[config.mk]
export PLATFORM = sky130hd
export DESIGN_NAME = mac_seg_tx_drain
export DESIGN_NICKNAME = d
export VERILOG_FILES = /design/src/rtl/mac_seg_tx_drain.sv
export SDC_FILE = /design/constraint.sdc
export NUM_CORES = 1
export LEC_CHECK = 0
export CAP_MARGIN = 40
export CELL_PAD_IN_SITES_DETAIL_PLACEMENT = 1
export CELL_PAD_IN_SITES_GLOBAL_PLACEMENT = 2
export CORE_ASPECT_RATIO = 0.5
export CORE_MARGIN = 3
export CORE_UTILIZATION = 28
export CTS_CLUSTER_DIAMETER = 60
export DETAILED_ROUTE_END_ITERATION = 10
export PLACE_DENSITY_LB_ADDON = 0.12
export SLEW_MARGIN = 40
export SYNTH_ARGS = -nofsm -noshare
export SYNTH_HDL_FRONTEND = slang
export SYNTH_SLANG_ARGS = --single-unit
[constraint.sdc]
create_clock -name clk -period 3.4 [get_ports clk]
set_clock_uncertainty 0.05 [all_clocks]
set_input_delay 0.68 -clock clk [delete_from_list [all_inputs] [get_ports clk]]
set_output_delay 0.68 -clock clk [all_outputs]
set_load 0.02 [all_outputs]
[src/rtl/mac_seg_tx_drain.sv]
// mac_seg_tx_drain: pops packet words from the 8-deep flop FIFO and forwards
// them onto a registered valid/ready TX interface. Packets are framed by the
// sop/eop bits carried in each word; a start is held off until START_THRESH
// words are buffered (or the head word is a single-word packet), and IPG idle
// cycles are forced after each eop pop. Words reaching IDLE without sop are
// dropped and flagged on err_nosop.
// Optional: define MAC_SEG_TX_DRAIN_STATS_EN to add pkt_cnt / stall_cnt.
module mac_seg_tx_drain #(
    parameter int DW           = 64,
    parameter int START_THRESH = 2,
    parameter int IPG          = 1
) (
    input  logic          clk,
    input  logic          reset,
    input  logic [DW+1:0] fifo_dout,
    input  logic          fifo_empty,
    input  logic [3:0]    fifo_cnt,
    output logic          fifo_pop,
    output logic          tx_valid,
    input  logic          tx_ready,
    output logic [DW-1:0] tx_data,
    output logic          tx_sop,
    output logic          tx_eop,
    output logic          err_nosop
`ifdef MAC_SEG_TX_DRAIN_STATS_EN
    ,
    output logic [31:0]   pkt_cnt,
    output logic [15:0]   stall_cnt
`endif
);

    localparam logic [3:0] THRESH4 = 4'(START_THRESH);
    localparam logic [3:0] IPG4    = 4'(IPG);

    typedef struct packed {
        logic          eop;
        logic          sop;
        logic [DW-1:0] data;
    } word_t;

    typedef enum logic [1:0] {
        S_IDLE,
        S_XFER,
        S_GAP
    } state_t;

    state_t     state;
    logic [3:0] gap_cnt;
    word_t      head;
    logic       slot_free;
    logic       can_pop;
    logic       drop;
    logic       load;
    logic       end_pkt;

    assign head      = fifo_dout;
    assign slot_free = !tx_valid | tx_ready;

    // Which states may pop the head word; IDLE gates packet starts on fill level
    always_comb begin
        can_pop = 1'b0;
        case (state)
            S_IDLE:  can_pop = !head.sop | (fifo_cnt >= THRESH4) | head.eop;
            S_XFER:  can_pop = 1'b1;
            default: can_pop = 1'b0;
        endcase
    end

    // Pop is suppressed during reset so the FIFO never loses a word to us then
    assign fifo_pop = !reset & can_pop & !fifo_empty & slot_free;
    assign drop     = fifo_pop & (state == S_IDLE) & !head.sop;
    assign load     = fifo_pop & !drop;
    assign end_pkt  = load & head.eop;

    // Framing FSM; the gap counter starts at the eop pop, not its handshake
    always_ff @(posedge clk or posedge reset) begin
        if (reset) begin
            state   <= S_IDLE;
            gap_cnt <= 4'd0;
        end else begin
            case (state)
                S_IDLE, S_XFER: begin
                    if (end_pkt) begin
                        if (IPG4 != 4'd0) begin
                            state   <= S_GAP;
                            gap_cnt <= IPG4;
                        end else begin
                            state <= S_IDLE;
                        end
                    end else if (load) begin
                        state <= S_XFER;
                    end
                end
                S_GAP: begin
                    if (gap_cnt <= 4'd1) begin
                        state   <= S_IDLE;
                        gap_cnt <= 4'd0;
                    end else begin
                        gap_cnt <= gap_cnt - 4'd1;
                    end
                end
                default: begin
                    state   <= S_IDLE;
                    gap_cnt <= 4'd0;
                end
            endcase
        end
    end

    // TX output register: load on pop, clear valid on handshake, else hold
    always_ff @(posedge clk or posedge reset) begin
        if (reset) begin
            tx_valid <= 1'b0;
            tx_data  <= '0;
            tx_sop   <= 1'b0;
            tx_eop   <= 1'b0;
        end else if (load) begin
            tx_valid <= 1'b1;
            tx_data  <= head.data;
            tx_sop   <= head.sop;
            tx_eop   <= head.eop;
        end else if (tx_ready) begin
            tx_valid <= 1'b0;
        end
    end

    // One-cycle flag for a sop-less word discarded in IDLE
    always_ff @(posedge clk or posedge reset) begin
        if (reset) err_nosop <= 1'b0;
        else       err_nosop <= drop;
    end

`ifdef MAC_SEG_TX_DRAIN_STATS_EN
    // Packet counter (wrapping) and back-pressure cycle counter (saturating)
    always_ff @(posedge clk or posedge reset) begin
        if (reset) begin
            pkt_cnt   <= 32'd0;
            stall_cnt <= 16'd0;
        end else begin
            if (tx_valid & tx_ready & tx_eop)
                pkt_cnt <= pkt_cnt + 32'd1;
            if (tx_valid & !tx_ready & (stall_cnt != 16'hFFFF))
                stall_cnt <= stall_cnt + 16'd1;
        end
    end
`endif

endmodule

run_1/layers.png
Scale: 2 px per um.
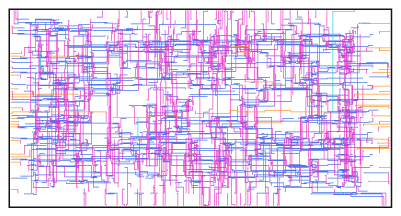
| layer | color | wire length |
|---|---|---|
| M1 | blue | 8450 um |
| M3 | orange | 671 um |
| M2 | magenta | 8260 um |
| M4 | cyan | 70.7 um |

run_1/ff_map.png
Scale: 2 px per um. Other sequential cells in the stronger gray, the rest of the logic in the fainter gray.
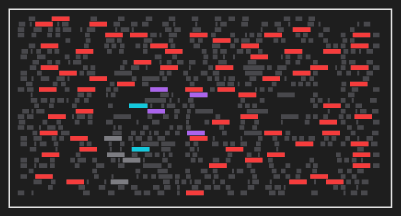
| netlist name | color | sequential cells |
|---|---|---|
| state | cyan | 2 |
| tx_data | red | 64 |
| gap_cnt | purple | 4 |

run_1/pinout.png
Scale: 2 px per um. Pins as bars across the die edge, other pins in gray.
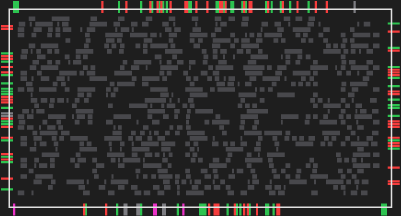
| port | color | pins | direction | edge |
|---|---|---|---|---|
| fifo_cnt | magenta | 4 | input | bottom |
| fifo_dout | green | 66 | input | 23 top, 18 bottom, 14 left, 11 right |
| tx_data | red | 64 | output | 21 top, 16 right, 15 left, 12 bottom |
all pins by edge: 45 top, 40 bottom, 31 left, 27 right

==> PnR_summary.wiki, run 1 <==
== Flow metrics ==
{| class="wikitable"
! Metric !! Value
|-
| Global Route met1 Usage || 25.2%
|-
| VDD IR-drop max || around 0.32 mV
|-
| Synthesized chip area reported by yosys || 0.00476 mm2
|-
| Post-synthesis share of cell area spent on full adders, half adders and majority gates || less than 1%
|-
| Average size of a mapped cell || ~9.4 um2
|-
| Number of buffers added by the clock tree synthesis step || 9
|-
| Post-Synthesis Net Count || roughly 600
|-
| First-pass DRT Iterations || 4
|-
| Max-slew violation count || 0
|-
| Per-cell via count in the routed design || roughly 5.6
|-
| Share of synthesized area spent on multiplexers || 0%
|-
| Minimum period implied by the final worst setup slack || about 3300 ps
|-
| Topmost layer with routed signal wires || met4
|-
| Clock insertion delay at the later pin of the skew report || 330 ps
|-
| Final HPWL from detailed placement || just under 10000 um
|-
| Wire length of the first global-routing pass || approximately 28000 um
|-
| Setup repair after global routing missed its margin || false
|-
| Sequence of cells on the critical path || clkdlybuf4s50_1 > or4b_4 > o2111ai_4 > inv_2 > clkdlybuf4s50_1
|-
| Number of clock sinks seen by CTS || 74
|-
| Fin Hold WS || slightly below 500 ps
|-
| Outcome || finished clean
|-
| Synthesized-area fraction occupied by and/or/nand/nor cells || ~18%
|-
| Sequential Power Share || between 20% and 30%
|-
| Met3 layer usage reported by global route || 3.84%
|-
| H-Tree Depth || 3
|-
| Reg clk slew, reported paths || ~70 ps
|-
| Family with the most delay on the worst path || buffers and inverters
|}
## run 1: tightest hold or removal path: cells and delay by family (launching register included)
kind,cells,cell delay [ps]
compound gates,1,70
flops,1,370
simple gates,1,60
## run 1: synth_stat cells (all sizes together)
library cell,instances
a221oi,1
a22oi,64
buf,13
clkbuf,53
dfrtp,74
ha,2
inv,8
nand2,67
nand2b,2
nand3,1
nand4b,1
nor2,4
nor2b,2
nor3,1
nor3b,64
nor4b,2
o2111ai,1
o211ai,70
o21ai,2
o311ai,3
o31ai,66
or2,3
or3,2
or4,2
or4b,1
## run 1: flip-flops by register name, indices dropped and copies added (netlist names)
register / count
err_nosop: 1
gap_cnt: 4
state: 2
tx_data: 64
tx_eop: 1
tx_sop: 1
tx_valid: 1
## run 1: layout make-up
class	instances	area [um2]	share of cell area (%)
tap	227	284	4.24
sequential	74	1850	27.7
clock inverter	4	98.8	1.48
inverter	8	32.5	0.486
clock buffer	12	246	3.68
multi-input combinational	361	2630	39.2
timing repair buffer	157	1560	23.3
## run 1: worst paths after layout
check | to | cells after the start | start | slack, ps
max | fifo_pop | 5 | fifo_cnt[3] | 150
min | tx_eop$_DFFE_PP0P_ | 2 | tx_eop$_DFFE_PP0P_ | 490
max reg2reg | tx_data[6]$_DFFE_PP0P_ | 4 | state[0]$_DFFE_PP0P_ | 1070
min reg2reg | tx_eop$_DFFE_PP0P_ | 2 | tx_eop$_DFFE_PP0P_ | 490
max in group asynchronous | state[1]$_DFFE_PP0P_ | 3 | reset | 1920
min in group asynchronous | tx_data[33]$_DFFE_PP0P_ | 2 | reset | 800
--- run 2 (diff from run 1) ---
--- a/config.mk
+++ b/config.mk
@@ -14,6 +14,7 @@
 export CTS_CLUSTER_DIAMETER = 60
 export DETAILED_ROUTE_END_ITERATION = 10
 export PLACE_DENSITY_LB_ADDON = 0.12
+export SETUP_SLACK_MARGIN = 0.1
 export SLEW_MARGIN = 40
 export SYNTH_ARGS = -nofsm -noshare
 export SYNTH_HDL_FRONTEND = slang
==> constraint.sdc (replaced) <==
create_clock -name clk -period 3.1 [get_ports clk]
set_clock_uncertainty 0.05 [all_clocks]
set_input_delay 0.62 -clock clk [delete_from_list [all_inputs] [get_ports clk]]
set_output_delay 0.62 -clock clk [all_outputs]
set_load 0.02 [all_outputs]
run_2/congestion_map.png
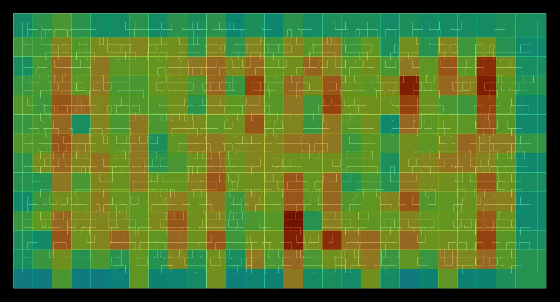
total routing usage reported by global routing: 18.5%
Global Route met1 Usage: 25.3%
global routing usage on met2: 30.7%

==> run 2 against run 1 <==
Largest power group unchanged; cell area fell by 0.13%; count of clock-buffer cells in the layout fell by 2; final cell count rose by 0.47%; area after synthesis did not move; setup slack improved by 68 ps.
==> PnR_summary.wiki, run 2 <==
== Flow metrics ==
{| class="wikitable"
! Metric !! Value
|-
| Synthesized chip area reported by yosys || 0.00476 mm2 (unchanged)
|-
| Minimum period implied by the final worst setup slack || between 2000 and 3000 ps
|-
| Reg clk slew, reported paths || 60 ps (about the same)
|-
| Area added between synthesis and finish || 40.5%
|-
| I/O pins || 143
|-
| Max-slew violation count || 0 (unchanged)
|-
| H-Tree Depth || 3 (unchanged)
|-
| Cell count of the worst reg-to-reg path || 4 (unchanged)
|-
| Register ranked first by flip-flop count || tx_data
|-
| Max FFs per register || 64 (unchanged)
|-
| Wire length of the first global-routing pass || 28000 um (about the same)
|-
| Fin Hold WS || 506 ps (+19.1 ps)
|-
| Share of synthesized area spent on multiplexers || 0% (unchanged)
|-
| Sequence of cells on the critical path || clkdlybuf4s50_1 > or4b_4 > o2111ai_4 > inv_2 > dlygate4sd2_1
|-
| Setup repair after global routing missed its margin || false
|-
| Final HPWL from detailed placement || 10100 um (+4.6%)
|-
| Worst flop-to-flop path endpoint || tx_data[12]$_DFFE_PP0P_
|-
| Per-cell via count in the routed design || 5.55 (-0.24%)
|-
| Average size of a mapped cell || 9.35 um2 (unchanged)
|-
| Worst setup path startpoint || fifo_cnt[3]
|-
| Clock insertion delay at the later pin of the skew report || 330 ps (about the same)
|-
| Post-synth top cells || 74 x sky130_fd_sc_hd__dfrtp_1, 67 x sky130_fd_sc_hd__nand2_1, 66 x sky130_fd_sc_hd__o31ai_1, 64 x sky130_fd_sc_hd__a22oi_1, 64 x sky130_fd_sc_hd__nor3b_1
|-
| Largest registers in the final layout || tx_data x64, gap_cnt x4, state x2
|-
| Family with the most delay on the worst path || buffers and inverters
|-
| Count of mapped cells out of synthesis || 509
|-
| Met3 layer usage reported by global route || 4.12% (+0.29 points)
|-
| Most common reg cell || sky130_fd_sc_hd__dfrtp_1
|-
| Outcome || finished clean
|-
| Most common cell in the synthesized netlist || sky130_fd_sc_hd__dfrtp_1
|-
| VDD IR-drop max || 0.336 mV (+3.6%)
|-
| First-pass DRT Iterations || 4 (unchanged)
|-
| Termination of the worst setup path || fifo_pop
|-
| Number of enable flip-flop cells || 0 (unchanged)
|-
| Number of buffers added by the clock tree synthesis step || 9 (unchanged)
|-
| Proportion of register bits with asynchronous set or reset after synthesis || 100% (unchanged)
|-
| Post-Synthesis Net Count || 585 (unchanged)
|-
| Sequential Power Share || 30.3% (+0.6 points)
|-
| Relative slew slack || 42.7%
|}
run_2/layers.png
Scale: 2 px per um.
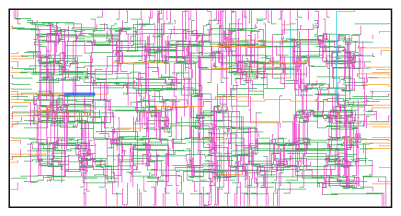
| layer | color | wire length |
|---|---|---|
| M2 | magenta | 8040 um |
| M3 | orange | 970 um |
| M5 | blue | 13.8 um |
| M4 | cyan | 121 um |
| M1 | green | 8390 um |

## run 2: worst min-delay path by stage
| stage | start | endpoint | slack, ps |
|---|---|---|---|
| 2_1_floorplan | gap_cnt[0]$_DFFE_PP0N_ | gap_cnt[0]$_DFFE_PP0N_ | 470 |
| 3_3_place_gp | tx_eop$_DFFE_PP0P_ | tx_eop$_DFFE_PP0P_ | 490 |
| 3_5_place_dp | tx_eop$_DFFE_PP0P_ | tx_eop$_DFFE_PP0P_ | 500 |
| 4_1_cts | tx_eop$_DFFE_PP0P_ | tx_eop$_DFFE_PP0P_ | 510 |
| 5_1_grt | tx_eop$_DFFE_PP0P_ | tx_eop$_DFFE_PP0P_ | 540 |
| 6_report | tx_eop$_DFFE_PP0P_ | tx_eop$_DFFE_PP0P_ | 510 |
## run 2: routing by layer
layer / routed length [um] / vias up
met5: 13 / -
met4: 121 / 2
met3: 970 / 12
met2: 8040 / 136
met1: 8390 / 2365
li1: - / 2185
## run 2: power groups by stage
stage	sequential [uW]	clock, uW	combinational [uW]
floorplan	2300	0	1410
global placement	1870	0	3190
detailed placement	1890	0	3240
CTS	1880	1170	3250
global route	1960	1210	3460
finish	1880	1130	3200
## run 2: final cells by class
type	count	area, um2	share of cell area [%]
repair buffers	162	1590	23.7
clock buffers	10	229	3.42
clock inverters	5	80.1	1.20
well taps	227	284	4.25
multi-input cells	361	2630	39.3
flip-flops and latches	74	1850	27.7
inverters	8	31.3	0.468
## run 2: metrics by stage
step / setup TNS, ps / worst slack (ps) / instance area, um2
floorplan: 0 / 548 / 4760
global route: 0 / 146 / 6690
detailed placement: -8.05 / -8.05 / 6380
CTS: 0 / 210 / 6690
finish: 0 / 217 / 6690
global placement: 0 / 7.47 / 6380
No activity file was given, so power comes from the tool's default toggle rates.
